$ cat config.mk
export PLATFORM = sky130hd
export DESIGN_NAME = fpmul_rr_sched
export DESIGN_NICKNAME = d
export VERILOG_FILES = /design/src/rtl/fpmul_rr_sched.sv
export SDC_FILE = /design/constraint.sdc
export NUM_CORES = 1
export LEC_CHECK = 0
export ABC_CLOCK_PERIOD_IN_PS = 4000
export CAP_MARGIN = 40
export CORE_AREA = 2 2 311 313
export CTS_CLUSTER_SIZE = 25
export DETAILED_ROUTE_END_ITERATION = 6
export DIE_AREA = 0 0 313 315
export GPL_TIMING_DRIVEN = 0
export SYNTH_ARGS = -nofsm -noshare
export SYNTH_HDL_FRONTEND = slang
export SYNTH_SLANG_ARGS = --single-unit
$ cat constraint.sdc
create_clock -name clk -period 4 [get_ports clk]
set_input_delay 0.4 -clock clk [delete_from_list [all_inputs] [get_ports clk]]
set_output_delay 0.4 -clock clk [all_outputs]
set_load 0.1 [all_outputs]
$ cat src/rtl/fpmul_rr_sched.sv
// Round-robin scheduler sharing one AXI-stream FP multiplier among NREQ requesters.
// Optional issue counter output issue_cnt is enabled by defining FPMUL_RR_SCHED_CNT_EN.
module fpmul_rr_sched #(
  parameter int unsigned NREQ  = 4,
  parameter int unsigned DEPTH = 16
) (
  input  logic                 clk,
  input  logic                 rst_n,
  input  logic [NREQ-1:0]      req_vld,
  input  logic [NREQ*64-1:0]   req_a,
  input  logic [NREQ*64-1:0]   req_b,
  output logic [NREQ-1:0]      req_rdy,
  output logic                 mul_tvalid,
  output logic [63:0]          mul_a_tdata,
  output logic [63:0]          mul_b_tdata,
  input  logic                 mul_a_tready,
  input  logic                 mul_b_tready,
  input  logic                 mul_res_tvalid,
  input  logic [63:0]          mul_res_tdata,
  output logic                 mul_res_tready,
  output logic [NREQ-1:0]      res_vld,
  output logic [63:0]          res_data,
`ifdef FPMUL_RR_SCHED_CNT_EN
  output logic [31:0]          issue_cnt,
`endif
  output logic                 err_unexp
);

  localparam int unsigned TagW  = (NREQ > 1) ? $clog2(NREQ) : 1;
  localparam int unsigned AddrW = (DEPTH > 1) ? $clog2(DEPTH) : 1;
  localparam int unsigned CntW  = $clog2(DEPTH + 1);

  // Issue slot
  logic            slot_vld_q, slot_vld_d;
  logic [63:0]     slot_a_q, slot_a_d;
  logic [63:0]     slot_b_q, slot_b_d;
  logic [TagW-1:0] slot_tag_q, slot_tag_d;

  // Arbiter
  logic [TagW-1:0] rr_q, rr_d;
  logic [TagW-1:0] grant_idx;
  logic            grant_found;

  // Tag FIFO
  logic [TagW-1:0]  mem_q [DEPTH];
  logic [AddrW-1:0] wr_ptr_q, wr_ptr_d;
  logic [AddrW-1:0] rd_ptr_q, rd_ptr_d;
  logic [CntW-1:0]  cnt_q, cnt_d;

  // Result stage
  logic [NREQ-1:0] res_vld_q, res_vld_d;
  logic [63:0]     res_data_q, res_data_d;
  logic            err_q, err_d;

  logic            slot_cons;
  logic            slot_load;
  logic            push;
  logic            pop;
  logic            fifo_empty;
  logic [TagW-1:0] pop_tag;
  logic [CntW:0]   outstanding;

  assign slot_cons   = slot_vld_q & mul_a_tready & mul_b_tready;
  assign outstanding = {1'b0, cnt_q} + {{CntW{1'b0}}, slot_vld_q};
  assign fifo_empty  = (cnt_q == '0);
  assign push        = slot_cons;
  // An empty FIFO with a same-cycle push forwards the pushed tag straight through.
  assign pop         = mul_res_tvalid & (~fifo_empty | push);
  assign pop_tag     = fifo_empty ? slot_tag_q : mem_q[rd_ptr_q];

  always_comb begin
    int unsigned idx;
    idx         = 0;
    grant_found = 1'b0;
    grant_idx   = '0;
    for (int unsigned k = 0; k < NREQ; k++) begin
      idx = (int'(rr_q) + k) % NREQ;
      if (!grant_found && req_vld[idx]) begin
        grant_found = 1'b1;
        grant_idx   = TagW'(idx);
      end
    end
  end

  // Gating with rst_n keeps req_rdy low for the whole time reset is held.
  assign slot_load = rst_n & grant_found & (~slot_vld_q | slot_cons) &
                     (outstanding < (CntW + 1)'(DEPTH));

  always_comb begin
    req_rdy = '0;
    if (slot_load) begin
      req_rdy[grant_idx] = 1'b1;
    end
  end

  always_comb begin
    slot_vld_d = slot_vld_q;
    slot_a_d   = slot_a_q;
    slot_b_d   = slot_b_q;
    slot_tag_d = slot_tag_q;
    rr_d       = rr_q;
    if (slot_load) begin
      slot_vld_d = 1'b1;
      slot_a_d   = req_a[64*grant_idx +: 64];
      slot_b_d   = req_b[64*grant_idx +: 64];
      slot_tag_d = grant_idx;
      rr_d       = (grant_idx == TagW'(NREQ - 1)) ? '0 : grant_idx + 1'b1;
    end else if (slot_cons) begin
      slot_vld_d = 1'b0;
    end
  end

  always_comb begin
    wr_ptr_d = wr_ptr_q;
    rd_ptr_d = rd_ptr_q;
    cnt_d    = cnt_q;
    if (push) begin
      wr_ptr_d = (wr_ptr_q == AddrW'(DEPTH - 1)) ? '0 : wr_ptr_q + 1'b1;
    end
    if (pop) begin
      rd_ptr_d = (rd_ptr_q == AddrW'(DEPTH - 1)) ? '0 : rd_ptr_q + 1'b1;
    end
    unique case ({push, pop})
      2'b10:   cnt_d = cnt_q + 1'b1;
      2'b01:   cnt_d = cnt_q - 1'b1;
      default: cnt_d = cnt_q;
    endcase
  end

  always_comb begin
    res_vld_d  = '0;
    res_data_d = res_data_q;
    err_d      = err_q | (mul_res_tvalid & ~pop);
    if (pop) begin
      res_vld_d[pop_tag] = 1'b1;
      res_data_d         = mul_res_tdata;
    end
  end

  always_ff @(posedge clk or negedge rst_n) begin
    if (!rst_n) begin
      slot_vld_q <= 1'b0;
      slot_a_q   <= '0;
      slot_b_q   <= '0;
      slot_tag_q <= '0;
      rr_q       <= '0;
      wr_ptr_q   <= '0;
      rd_ptr_q   <= '0;
      cnt_q      <= '0;
      res_vld_q  <= '0;
      res_data_q <= '0;
      err_q      <= 1'b0;
    end else begin
      slot_vld_q <= slot_vld_d;
      slot_a_q   <= slot_a_d;
      slot_b_q   <= slot_b_d;
      slot_tag_q <= slot_tag_d;
      rr_q       <= rr_d;
      wr_ptr_q   <= wr_ptr_d;
      rd_ptr_q   <= rd_ptr_d;
      cnt_q      <= cnt_d;
      res_vld_q  <= res_vld_d;
      res_data_q <= res_data_d;
      err_q      <= err_d;
    end
  end

  always_ff @(posedge clk or negedge rst_n) begin
    if (!rst_n) begin
      for (int i = 0; i < int'(DEPTH); i++) begin
        mem_q[i] <= '0;
      end
    end else if (push) begin
      mem_q[wr_ptr_q] <= slot_tag_q;
    end
  end

`ifdef FPMUL_RR_SCHED_CNT_EN
  logic [31:0] issue_cnt_q, issue_cnt_d;

  assign issue_cnt_d = slot_cons ? issue_cnt_q + 32'd1 : issue_cnt_q;

  always_ff @(posedge clk or negedge rst_n) begin
    if (!rst_n) begin
      issue_cnt_q <= '0;
    end else begin
      issue_cnt_q <= issue_cnt_d;
    end
  end

  assign issue_cnt = issue_cnt_q;
`endif

  assign mul_tvalid     = slot_vld_q;
  assign mul_a_tdata    = slot_a_q;
  assign mul_b_tdata    = slot_b_q;
  assign mul_res_tready = 1'b1;
  assign res_vld        = res_vld_q;
  assign res_data       = res_data_q;
  assign err_unexp      = err_q;

endmodule

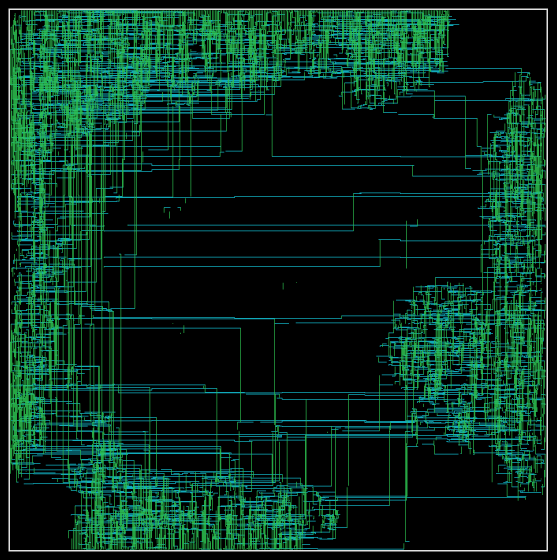
run_1/wires.png
Two of the layers only.
- green: metal 2 (wire length 37.3 mm)
- cyan: metal 1 (wire length 31.8 mm)

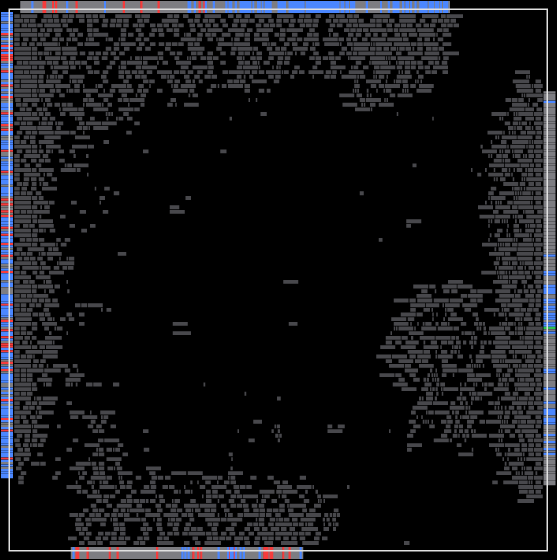
run_1/io_placement.png
Pins as bars across the die edge, other pins in gray.
- green: mul_tvalid (pins 1; direction output; edge right)
- red: mul_b_tdata (pins 64; direction output; edge 36 left, 18 bottom, 10 top)
- blue: req_a (pins 256; direction input; edge 115 left, 96 top, 32 right, 13 bottom)

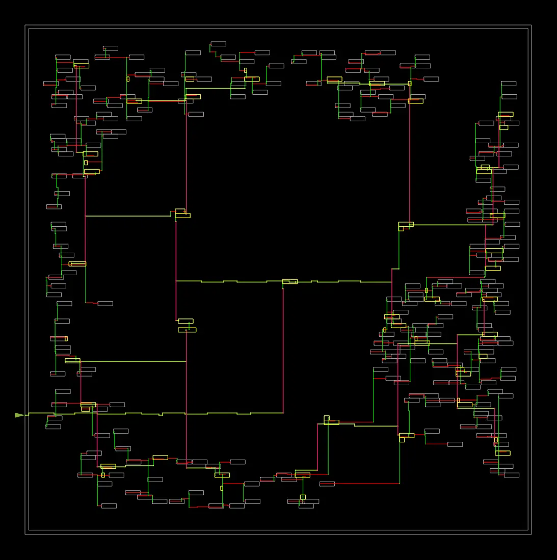
run_1/clocks.png
clk sinks: 247
TritonCTS buffer count: 35
Clock group: 3.10 mW
clkbuf count: 50
Seq cells: 247

==> flow_metrics.env, run 1 <==
# yosys + openroad results
export IMPL_hold_violations=0
export IMPL_initCoreUtil_pct=13.73
export IMPL_p_seq_mw=4.05
export IMPL_pwr_share_comb_pct=70.0
export IMPL_outcome="finished clean"
export IMPL_synthesis_nets=1852
export IMPL_die_w_um=313
export IMPL_pre_cts_slack_ns=-0.4847
export IMPL_lay_top_count="clkdlybuf4s50_1"
export IMPL_grt_met3_usage_pct=3.651
export IMPL_ys_async_sr_fraction_pct=100.0
export IMPL_seqPwrFrac_pct=17.0
export IMPL_netlist_instances=1254
export IMPL_rows=114
export IMPL_die_area_sq_um=98600
export IMPL_avgRoutedWirePerCell_um=21.34
export IMPL_ctsResizeCount=2
export IMPL_grt_pass1_wl_um=106600
export IMPL_hold_path_class="in2reg"
export IMPL_grt_util_all_layers_pct=14.86
export IMPL_warnings=33
export IMPL_clk_path_buf_depth=3
export IMPL_vias_per_cell=3.994
export IMPL_period_needed_ns=3.769
export IMPL_cts_root_buf="clkbuf_16"
export IMPL_p_clk_share_pct=13.0
export IMPL_tns_ns=0
export IMPL_design_core_area_sq_um=95710
export IMPL_yosys_area_top_type_share_pct=47.03
export IMPL_postRouteAntennaNets=0
export IMPL_highest_layer="met5"
export IMPL_yosys_stat_seqShare_pct=47.03
export IMPL_setup_viol=0
export IMPL_drt_iter0_markers=822
export IMPL_cts_max_level=2
export IMPL_wl_met2_um=37260
export IMPL_ys_warn_count=0
export IMPL_yosys_area_sq_um=13140
export IMPL_ys_sh_mux_pct=23.89
export IMPL_synth_distinct_cells=50
export IMPL_switching_share_pct=49.10
export IMPL_period_used_pct=94.22
export IMPL_ys_sh_xor_pct=0.5331
export IMPL_synthesis_area_sq_um=13140
export IMPL_first_pass_iters=5
export IMPL_drive_gt1_share_pct=15.76
export IMPL_synth_top_cell_by_count="nand2_1"
export IMPL_final_cell_mix="clkdlybuf4s50_1 (785), nand2_1 (343), mux2i_1 (263)"
export IMPL_met3WireLength_um=5311
export IMPL_crit_required_ns=3.60
export IMPL_clk_pin_slew_worst_paths_ns=0.06
export IMPL_final_nets=2890
export IMPL_pg_comb_mw=16.7
export IMPL_wl_met1_um=31770
export IMPL_io_buffers=786
export IMPL_grtUsageMet1_pct=18.40
export IMPL_topCombFamilyByArea="multiplexers"
export IMPL_tritoncts="yes"
export IMPL_num_io_pins=788
export IMPL_area_delta_synth_final_pct=117.0
export IMPL_start_kind="input pin"
export IMPL_grt_max_degree=100
export IMPL_hpwl_um=63310
export IMPL_p_sw_mw=11.70
export IMPL_yosysCellCount=1254
export IMPL_fmax_mhz=265.3
export IMPL_gp_congestion=0.8573
export IMPL_grtUsageMet2_pct=25.11
export IMPL_drv_slew=0
export IMPL_grt_overflow_total=0
export IMPL_crit_path_max_fanout=73
export IMPL_hold_buffers=1
export IMPL_postCtsSetupBuffers=2
export IMPL_ys_sh_aoi_pct=10.30
export IMPL_syn_area_per_cell_sq_um=10.48
export IMPL_die_h_um=315
export IMPL_synth_area_leader_cell="dfrtp_1"
export IMPL_antenna_found_initial=18
export IMPL_cp_arrival_ns=3.37
export IMPL_ys_seq_elements=247
export IMPL_grt_setup_unrepaired="no"
export IMPL_layout_setup_ws_ns=0.2312
export IMPL_totalWireLength_um=76790
export IMPL_grt_pass1_vias=15230
export IMPL_dr_total_vias=14370
export IMPL_clk_latency_ns=0.55
export IMPL_power_mw=23.83
export IMPL_tightest_slew_ns=0.8014
export IMPL_drc=0
export IMPL_ir_drop_mv=0.6961
export IMPL_synthTopCellsByCount="nand2_1 (343), mux2i_1 (263), dfrtp_1 (247)"
export IMPL_holdWs_ns=0.3837
export IMPL_ys_sh_adder_pct=1.238
export IMPL_p_leak_nw=12.77
export IMPL_power_density_nw_per_um2=835.5
export IMPL_worst_setup_path_end_kind="output port"
export IMPL_rrSetupSlack_ns=0.40
export IMPL_crit_type="in2out"
export IMPL_simple_gate_share_pct=12.41
export IMPL_synth_top_flop_cell="dfrtp_1"
export IMPL_cap_violations=0
export IMPL_relSlewSlack_pct=46.58
export IMPL_top_power_group="combinational cells"
export IMPL_intPower_mw=12.13
export IMPL_top_usage_layer="met2"
export IMPL_area_leaders="dfrtp_1 (47%), mux2i_1 (20%), nand2_1 (9.8%)"
export IMPL_edf_count=0
export IMPL_fin_skew_ns=0.02257
-- run 1: critical path, cell delays in order --
cell and delay (ns):
dlygate4sd3_1 0.57, buf_8 0.45, nand4b_1 0.15, buf_4 0.19, clkbuf_2 0.20, clkbuf_2 0.28
nor2_1 0.14, clkdlybuf4s50_1 0.70, buf_16 0.22
-- run 1: worst paths after layout --
check	endpoint	from	depth (start not counted)
worst max-delay path	req_rdy[1]	rst_n	9
worst min-delay path	res_data[19]$_DFFE_PN0P_	mul_res_tdata[19]	3
worst max register to register	cnt_q[4]$_DFFE_PN0P_	mul_tvalid$_DFFE_PN0P_	14
worst min register to register	res_data[54]$_DFFE_PN0P_	res_data[54]$_DFFE_PN0P_	2
max in group asynchronous	mul_b_tdata[54]$_DFFE_PN0P_	rst_n	3
min in group asynchronous	res_data[35]$_DFFE_PN0P_	rst_n	2
-- run 1: sequential cells by signal, summed over array words and instances (netlist names) --
name         cells
mul_tvalid       1
mem_q           32
mul_a_tdata     64
slot_tag_q       2
mul_b_tdata     64
cnt_q            5
rr_q             2
res_vld          4
rd_ptr_q         4
err_unexp        1
res_data        64
wr_ptr_q         4
-- run 1: layout make-up --
| class | instances | area (sq um) |
|---|---|---|
| Antenna cell | 6 | 15.01 |
| Buffer | 98 | 554.3 |
| Clock buffer | 50 | 992.2 |
| Clock inverter | 11 | 131.4 |
| Fill cell | 9603 | 67190 |
| Inverter | 12 | 48.80 |
| Multi-Input combinational cell | 896 | 6361 |
| Sequential cell | 247 | 6181 |
| Tap cell | 1276 | 1597 |
| Timing Repair Buffer | 1002 | 12640 |
-- run 1: stage by stage --
stage	utilization [%]	instances	cell area [sq um]
CTS	29.77	3592	28500
finish	29.79	3598	28520
detailed placement	28.58	3529	27350
global placement	23.62	3316	22610
global route	29.79	3596	28510
floorplan	-	1254	13140
run_1/logic_types.png
The bar under the picture is 100 um long.
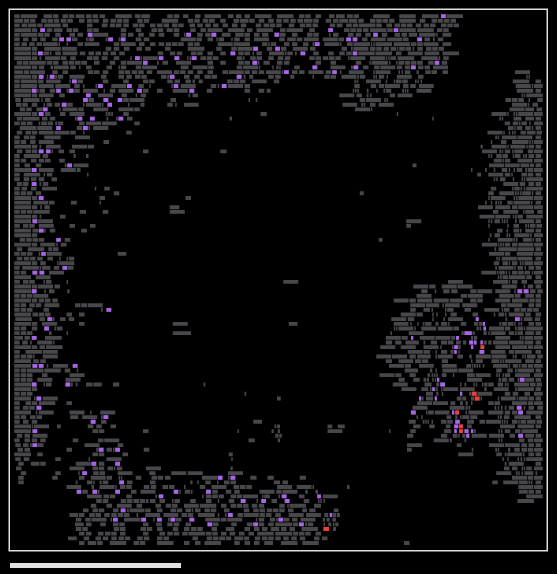

==> run 1 -> run 2 <==
--- a/config.mk
+++ b/config.mk
@@ -12,6 +12,7 @@
 export DETAILED_ROUTE_END_ITERATION = 6
 export DIE_AREA = 0 0 313 315
 export GPL_TIMING_DRIVEN = 0
+export SKIP_CTS_REPAIR_TIMING = 1
 export SYNTH_ARGS = -nofsm -noshare
 export SYNTH_HDL_FRONTEND = slang
 export SYNTH_SLANG_ARGS = --single-unit
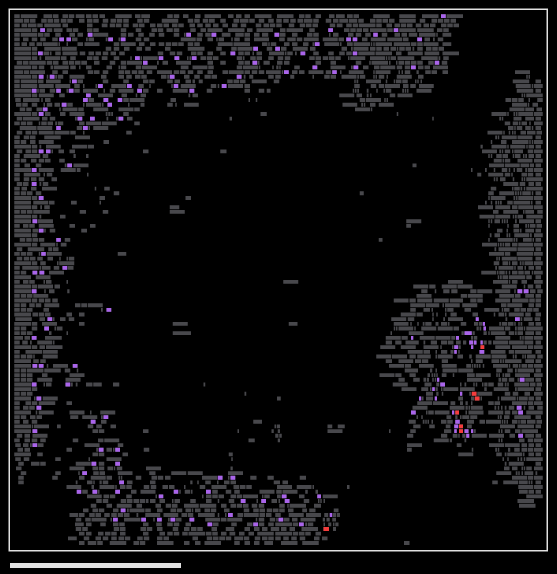
run_2/logic_types.png
The bar under the picture is 100 um long.
- purple: aoi and oai cells (cells 156; most used o221ai_1; where widely spread)
- red: non-inverting ao/oa cells (cells 7; most used a21o_1; where lower right)
fraction of area in multi-input gates: 22.27%
Top cell excl fill/tap: clkdlybuf4s50_1
Post-Layout Cell Count: 3,600

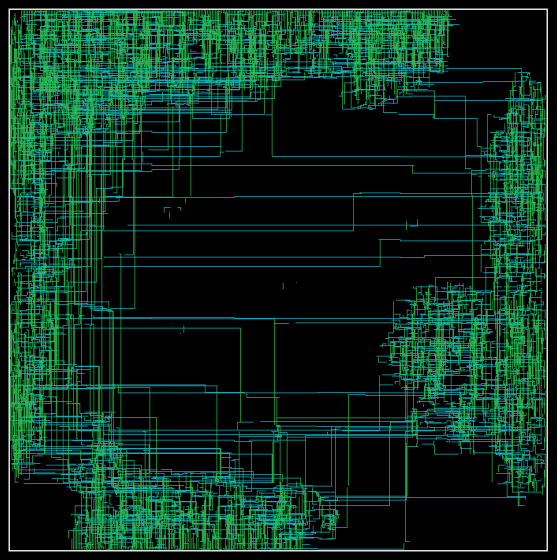
run_2/wires.png
Two of the layers only.
- green: metal 2 (wire length 37.4 mm)
- cyan: metal 1 (wire length 31.9 mm)
DR vias: 14,360
Avg WL per Cell: 21.36 um
Tot GR Track Use: 14.86%
Total Wirelength: 76,900 um

==> flow_metrics.env, run 2 <==
# yosys + openroad results
export IMPL_outcome="finished clean"
export IMPL_hold_violations=0
export IMPL_period_needed_ns=3.751
export IMPL_clk_path_buf_depth=3
export IMPL_postRouteAntennaNets=0
export IMPL_p_clk_share_pct=13.0
export IMPL_p_leak_nw=12.80
export IMPL_cp_arrival_ns=3.35
export IMPL_cp_slowest_stage_delay_ns=0.60
export IMPL_cp_top_family="buffers and inverters"
export IMPL_drc=0
export IMPL_cp_num_cells=11
export IMPL_cts_max_level=2
export IMPL_ys_seq_elements=247
export IMPL_yosysCellCount=1254
export IMPL_yosys_area_sq_um=13140
export IMPL_crit_end="req_rdy[1]"
export IMPL_worst_setup_path_end_kind="output port"
export IMPL_fin_skew_ns=0.02182
export IMPL_synthesis_nets=1852
export IMPL_seqPwrFrac_pct=17.0
export IMPL_ys_async_sr_fraction_pct=100.0
export IMPL_power_density_nw_per_um2=835.2
export IMPL_tritoncts="yes"
export IMPL_pwr_share_comb_pct=70.0
export IMPL_setup_viol=0
export IMPL_reg2reg_depth=14
export IMPL_synth_top_flop_cell="dfrtp_1"
export IMPL_fillCellCount=9601
export IMPL_grt_met3_usage_pct=3.710
export IMPL_slowest_stage="clkdlybuf4s50_1"
export IMPL_synthTopCellsByCount="nand2_1 (343), mux2i_1 (263), dfrtp_1 (247)"
export IMPL_placed_cells=3529
export IMPL_design_core_area_sq_um=95710
export IMPL_power_mw=23.86
export IMPL_drt_iter0_markers=782
export IMPL_dpl_cell_area_sq_um=27350
export IMPL_crit_required_ns=3.60
export IMPL_layout_setup_ws_ns=0.2487
export IMPL_pre_cts_slack_ns=-0.4847
export IMPL_hpwl_um=63310
export IMPL_crit_path_max_fanout=10
export IMPL_cap_violations=0
export IMPL_crit_type="in2out"
export IMPL_final_nets=2892
export IMPL_area_leaders="dfrtp_1 (47%), mux2i_1 (20%), nand2_1 (9.8%)"
export IMPL_first_pass_iters=5
export IMPL_grt_setup_unrepaired="no"
export IMPL_die_h_um=315
export IMPL_num_io_pins=788
export IMPL_antenna_found_initial=18
export IMPL_grt_pass1_wl_um=106600
export IMPL_syn_area_per_cell_sq_um=10.48
export IMPL_drive_gt1_share_pct=15.83
export IMPL_area_delta_synth_final_pct=117.3
export IMPL_clk_latency_ns=0.55
export IMPL_final_cell_mix="clkdlybuf4s50_1 (785), nand2_1 (343), mux2i_1 (263)"
export IMPL_min_to="res_data[19]$_DFFE_PN0P_"
export IMPL_holdWs_ns=0.3833
export IMPL_hold_path_class="in2reg"
export IMPL_synth_distinct_cells=50
export IMPL_path_cells="clkdlybuf4s50_1 -> nor4_1 -> buf_2 -> a21oi_1 -> nand4b_1 -> buf_12 -> clkbuf_2 -> clkbuf_2 -> nor2_1 -> clkdlybuf4s50_1 -> buf_16"
export IMPL_synthesis_area_sq_um=13140
export IMPL_hold_path_depth=3
export IMPL_edf_count=0
export IMPL_path_buffers=7
export IMPL_postLayoutCoreUtil_pct=29.84
export IMPL_r2r_start="mul_tvalid$_DFFE_PN0P_"
export IMPL_yosys_stat_seqShare_pct=47.03
export IMPL_initCoreUtil_pct=13.73
export IMPL_vias_per_cell=3.989
export IMPL_intPower_mw=12.14
export IMPL_ir_drop_mv=0.6948
export IMPL_cts_buffers=35
export IMPL_switching_share_pct=49.11
export IMPL_p_sw_mw=11.72
export IMPL_final_cell_area_sq_um=28560
export IMPL_crit_path_start="req_vld[1]"
export IMPL_fmax_mhz=266.6
export IMPL_die_w_um=313
export IMPL_io_buffers=786
export IMPL_worstHoldStart="mul_res_tdata[19]"
export IMPL_netlist_instances=1254
export IMPL_synth_top_cell_by_count="nand2_1"
export IMPL_ys_warn_count=0
export IMPL_yosys_area_top_type_share_pct=47.03
export IMPL_clk_pin_slew_worst_paths_ns=0.06
export IMPL_grt_overflow_total=0
export IMPL_relSlewSlack_pct=46.47
export IMPL_tns_ns=0
export IMPL_cts_sinks=247
export IMPL_rrSetupSlack_ns=0.39
export IMPL_warnings=33
export IMPL_grtUsageMet1_pct=18.41
export IMPL_period_used_pct=93.78
export IMPL_r2r_end="cnt_q[4]$_DFFE_PN0P_"
==> run 2: layout make-up <==
| cell class | instances | area, sq um | share of cell area (%) |
|---|---|---|---|
| Clock inverter | 11 | 131.4 | 0.4599 |
| Multi-Input combinational cell | 896 | 6361 | 22.27 |
| Sequential cell | 247 | 6181 | 21.64 |
| Inverter | 12 | 48.80 | 0.1708 |
| Tap cell | 1276 | 1597 | 5.589 |
| Antenna cell | 6 | 15.01 | 0.05256 |
| Timing Repair Buffer | 1004 | 12680 | 44.40 |
| Buffer | 98 | 554.3 | 1.941 |
| Clock buffer | 50 | 992.2 | 3.474 |
==> run 2: cells by family (layout without fill, tap and decap cells) <==
| kind of cell | after synthesis | count (layout) | share of synthesized area (%) |
|---|---|---|---|
| AOI/OAI and AO/OA | 163 | 163 | 10.30 |
| xor gates and xnor gates | 8 | 8 | 0.5332 |
| adders and majority gates | 13 | 13 | 1.238 |
| buffers and inverters | 111 | 1175 | 4.570 |
| DFF | 247 | 247 | 47.03 |
| muxes | 303 | 303 | 23.89 |
| other | 1 | 7 | 0.02853 |
| and+or+nand+nor | 408 | 408 | 12.41 |
==> run 2: power by group through the flow <==
stage | Sequential (mW) | Clock, mW | Combinational (mW)
floorplan | 9.39 | 0 | 3.33
global placement | 4.05 | 0 | 12.6
detailed placement | 4.06 | 0 | 16.7
CTS | 4.05 | 3.23 | 16.8
global route | 4.16 | 3.30 | 17.4
finish | 4.05 | 3.11 | 16.7
==> run 2: routing by layer <==
metal / wire (um) / share of wire (%) / vias up
met1: 31880 / 41 / 6996
met3: 5237 / 6.8 / 118
met4: 2348 / 3.1 / 10
met2: 37370 / 49 / 633
met5: 64 / 0.083 / -
li1: - / - / 6603
==> run 2: worst min-delay path: cells and delay by family <==
family                 cells  cell delay [ns]
and+or+nand+nor            2             0.09
buffers and inverters      1             0.39
run_2/io_placement.png
Pins as bars across the die edge, other pins in gray.
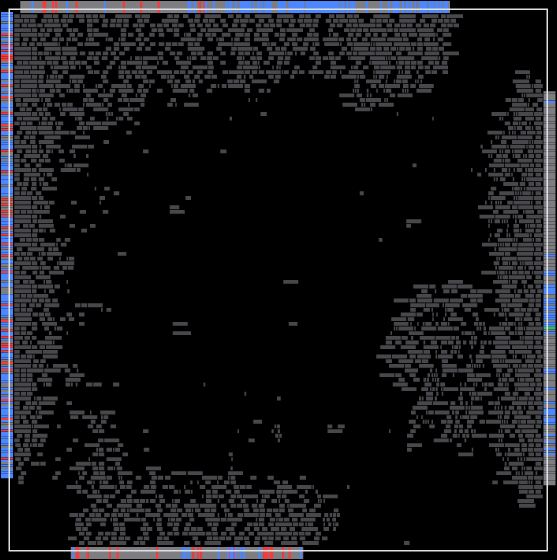

==> run 2 -> run 3 <==
==> constraint.sdc (replaced) <==
create_clock -name clk -period 4 [get_ports clk]
set_input_delay 0.8 -clock clk [delete_from_list [all_inputs] [get_ports clk]]
set_output_delay 0.8 -clock clk [all_outputs]
set_load 0.1 [all_outputs]
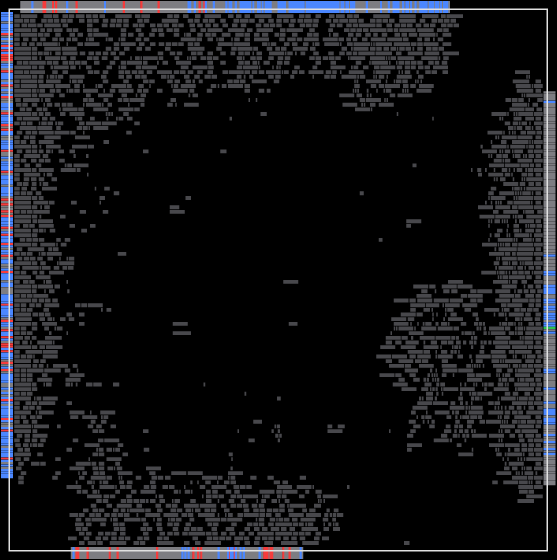
run_3/io_placement.png
Pins as bars across the die edge, other pins in gray.
- green: mul_tvalid (pins 1; direction output; edge right)
- red: mul_b_tdata (pins 64; direction output; edge 36 left, 18 bottom, 10 top)
- blue: req_a (pins 256; direction input; edge 115 left, 96 top, 32 right, 13 bottom)
Vert. Die Dim: 315 um
port bufs: 786

==> flow_metrics.env, run 3 <==
# yosys + openroad results
export IMPL_outcome="finished clean"
export IMPL_antennaDiodeCount=6
export IMPL_rrSetupSlack_ns=0.59
export IMPL_grtUsageMet1_pct=18.41
export IMPL_edf_count=0
export IMPL_clk_latency_ns=0.55
export IMPL_drive_gt1_share_pct=16.16
export IMPL_die_w_um=313
export IMPL_drt_iter0_markers=790
export IMPL_clk_path_buf_depth=3
export IMPL_sh_comb_area_pct=22.38
export IMPL_worst_setup_path_end_kind="output port"
export IMPL_grt_met3_usage_pct=3.710
export IMPL_met3WireLength_um=5485
export IMPL_placed_cells=3529
export IMPL_yosys_stat_seqShare_pct=47.03
export IMPL_seq_area_sq_um=6181
export IMPL_crit_required_ns=3.20
export IMPL_largest_class="buffers"
export IMPL_yosysCellCount=1254
export IMPL_grt_pass1_vias=15201
export IMPL_avgRoutedWirePerCell_um=21.34
export IMPL_netlist_instances=1254
export IMPL_first_pass_iters=5
export IMPL_hpwl_um=63310
export IMPL_ir_drop_mv=0.6952
export IMPL_period_needed_ns=3.893
export IMPL_final_cell_mix="clkdlybuf4s50_1 (780), nand2_1 (343), mux2i_1 (263)"
export IMPL_wl_met1_um=31610
export IMPL_cap_violations=0
export IMPL_drc=0
export IMPL_n_clock_buffer=50
export IMPL_synth_area_leader_cell="dfrtp_1"
export IMPL_synth_top_cell_by_count="nand2_1"
export IMPL_totalWireLength_um=76760
export IMPL_gp_congestion=0.8573
export IMPL_fillCellCount=9598
export IMPL_postRouteAntennaNets=0
export IMPL_synthTopCellsByCount="nand2_1 (343), mux2i_1 (263), dfrtp_1 (247)"
export IMPL_synth_top_flop_cell="dfrtp_1"
export IMPL_final_nets=2889
export IMPL_drv_slew=0
export IMPL_seqAreaFraction_pct=21.65
export IMPL_clk_pin_slew_worst_paths_ns=0.05
export IMPL_period_used_pct=97.34
export IMPL_power_density_nw_per_um2=835.6
export IMPL_grt_util_all_layers_pct=14.86
export IMPL_area_leaders="dfrtp_1 (47%), mux2i_1 (20%), nand2_1 (9.8%)"
export IMPL_fin_cells=3597
export IMPL_hold_path_class="in2async"
export IMPL_lay_top_count="clkdlybuf4s50_1"
export IMPL_logic_area_sq_um=6390
export IMPL_holdWs_ns=0.2061
export IMPL_final_nonclk_buf_share_pct=46.22
export IMPL_wl_met2_um=37260
export IMPL_crit_type="in2out"
export IMPL_clkCellAreaFrac_pct=3.936
export IMPL_fin_skew_ns=0.02377
export IMPL_fmax_mhz=256.8
export IMPL_tap_cells=1276
export IMPL_num_io_pins=788
export IMPL_cts_sinks=247
export IMPL_yosys_area_top_type_share_pct=47.03
export IMPL_warnings=33
export IMPL_initCoreUtil_pct=13.73
export IMPL_p_leak_nw=12.79
export IMPL_grt_max_degree=100
export IMPL_flops=247
export IMPL_ys_async_sr_fraction_pct=100.0
export IMPL_cp_arrival_ns=3.09
export IMPL_nonClockInverterCount=12
export IMPL_tritoncts="yes"
export IMPL_grtUsageMet2_pct=25.08
export IMPL_rows=114
export IMPL_cts_max_level=2
export IMPL_die_area_sq_um=98600
export IMPL_synthesis_area_sq_um=13140
export IMPL_grt_overflow_total=0
export IMPL_highest_layer="met5"
export IMPL_yosys_area_sq_um=13140
export IMPL_area_delta_synth_final_pct=117.2
export IMPL_synth_distinct_cells=50
export IMPL_ys_warn_count=0
export IMPL_synthesis_nets=1852
export IMPL_crit_path_max_fanout=11
export IMPL_antenna_found_initial=18
export IMPL_design_core_area_sq_um=95710
export IMPL_start_kind="input pin"
export IMPL_setup_viol=0
export IMPL_logic_gates=896
export IMPL_tns_ns=0
export IMPL_relSlewSlack_pct=46.27
export IMPL_cts_root_buf="clkbuf_16"
export IMPL_buffers=1099
export IMPL_grt_pass1_wl_um=106600
export IMPL_ys_seq_elements=247
export IMPL_syn_area_per_cell_sq_um=10.48
export IMPL_top_usage_layer="met2"
export IMPL_dr_total_vias=14361
export IMPL_vias_per_cell=3.992
export IMPL_hold_violations=0
export IMPL_tightest_slew_ns=0.8060
export IMPL_cts_buffers=35
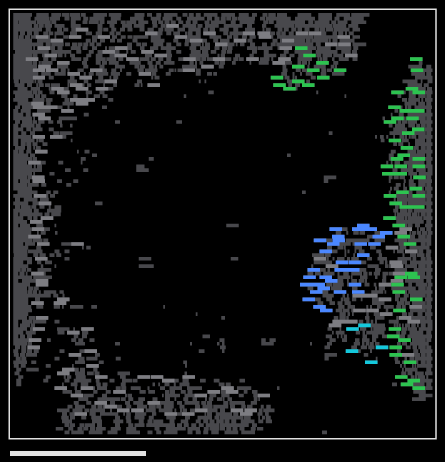
run_3/flops_by_reg.png
The bar under the picture is 100 um long. Other sequential cells in the stronger gray, the rest of the logic in the fainter gray.
- blue: mem_q (placed flops 32; where middle right)
- green: res_data (placed flops 64)
- cyan: cnt_q (placed flops 5; where lower right)

run 3: cell counts after synthesis:
Identical to the previous run, type by type.
run 3: power breakdown:
part           internal (mW)  total [mW]  switching (mW)
clock network           1.81        3.10            1.29
registers               3.44        4.05           0.614
logic                   6.89        16.7            9.81
total                   12.1        23.9            11.7
run 3: final timing paths:
kind,start,end,cells after the start
max reg2reg,mul_tvalid$_DFFE_PN0P_,cnt_q[4]$_DFFE_PN0P_,14
max,req_vld[1],req_rdy[2],11
min,rst_n,res_data[35]$_DFFE_PN0P_,1
max in group asynchronous,rst_n,mul_b_tdata[54]$_DFFE_PN0P_,2
min in group clk,res_data[54]$_DFFE_PN0P_,res_data[54]$_DFFE_PN0P_,2
min reg2reg,res_data[54]$_DFFE_PN0P_,res_data[54]$_DFFE_PN0P_,2
run 3: critical path, stage by stage:
cell and delay [ns]:
clkdlybuf4s50_1 0.57, nor2_1 0.08, or4_1 0.52, nand2_4 0.12, inv_2 0.11, buf_6 0.19
buf_6 0.18, ha_1 0.18, inv_1 0.09, nor2_4 0.07, buf_16 0.17
run 3: through the flow:
stage / worst slack [ns] / power [mW] / util, % / area [sq um]
finish: 0.1066 / 23.86 / 29.83 / 28550
global route: -0.005599 / 24.82 / 29.82 / 28540
CTS: -1.304 / 24.08 / 29.75 / 28470
detailed placement: -1.264 / 20.80 / 28.58 / 27350
global placement: -13.79 / 16.68 / 23.62 / 22610
floorplan: 0.1662 / 12.73 / - / 13140
run 3: logic make-up (layout without fill, tap and decap cells):
logic type,Yosys count,in the layout,synth area share (%)
flops,247,247,47.03
xor+xnor,8,8,0.5332
buf+inv,111,1172,4.570
other cells,1,7,0.02853
mux,303,303,23.89
fa+ha+maj,13,13,1.238
compound gates,163,163,10.30
simple gates,408,408,12.41
Power figures rest on the tool's default switching activity, not on a simulated workload.
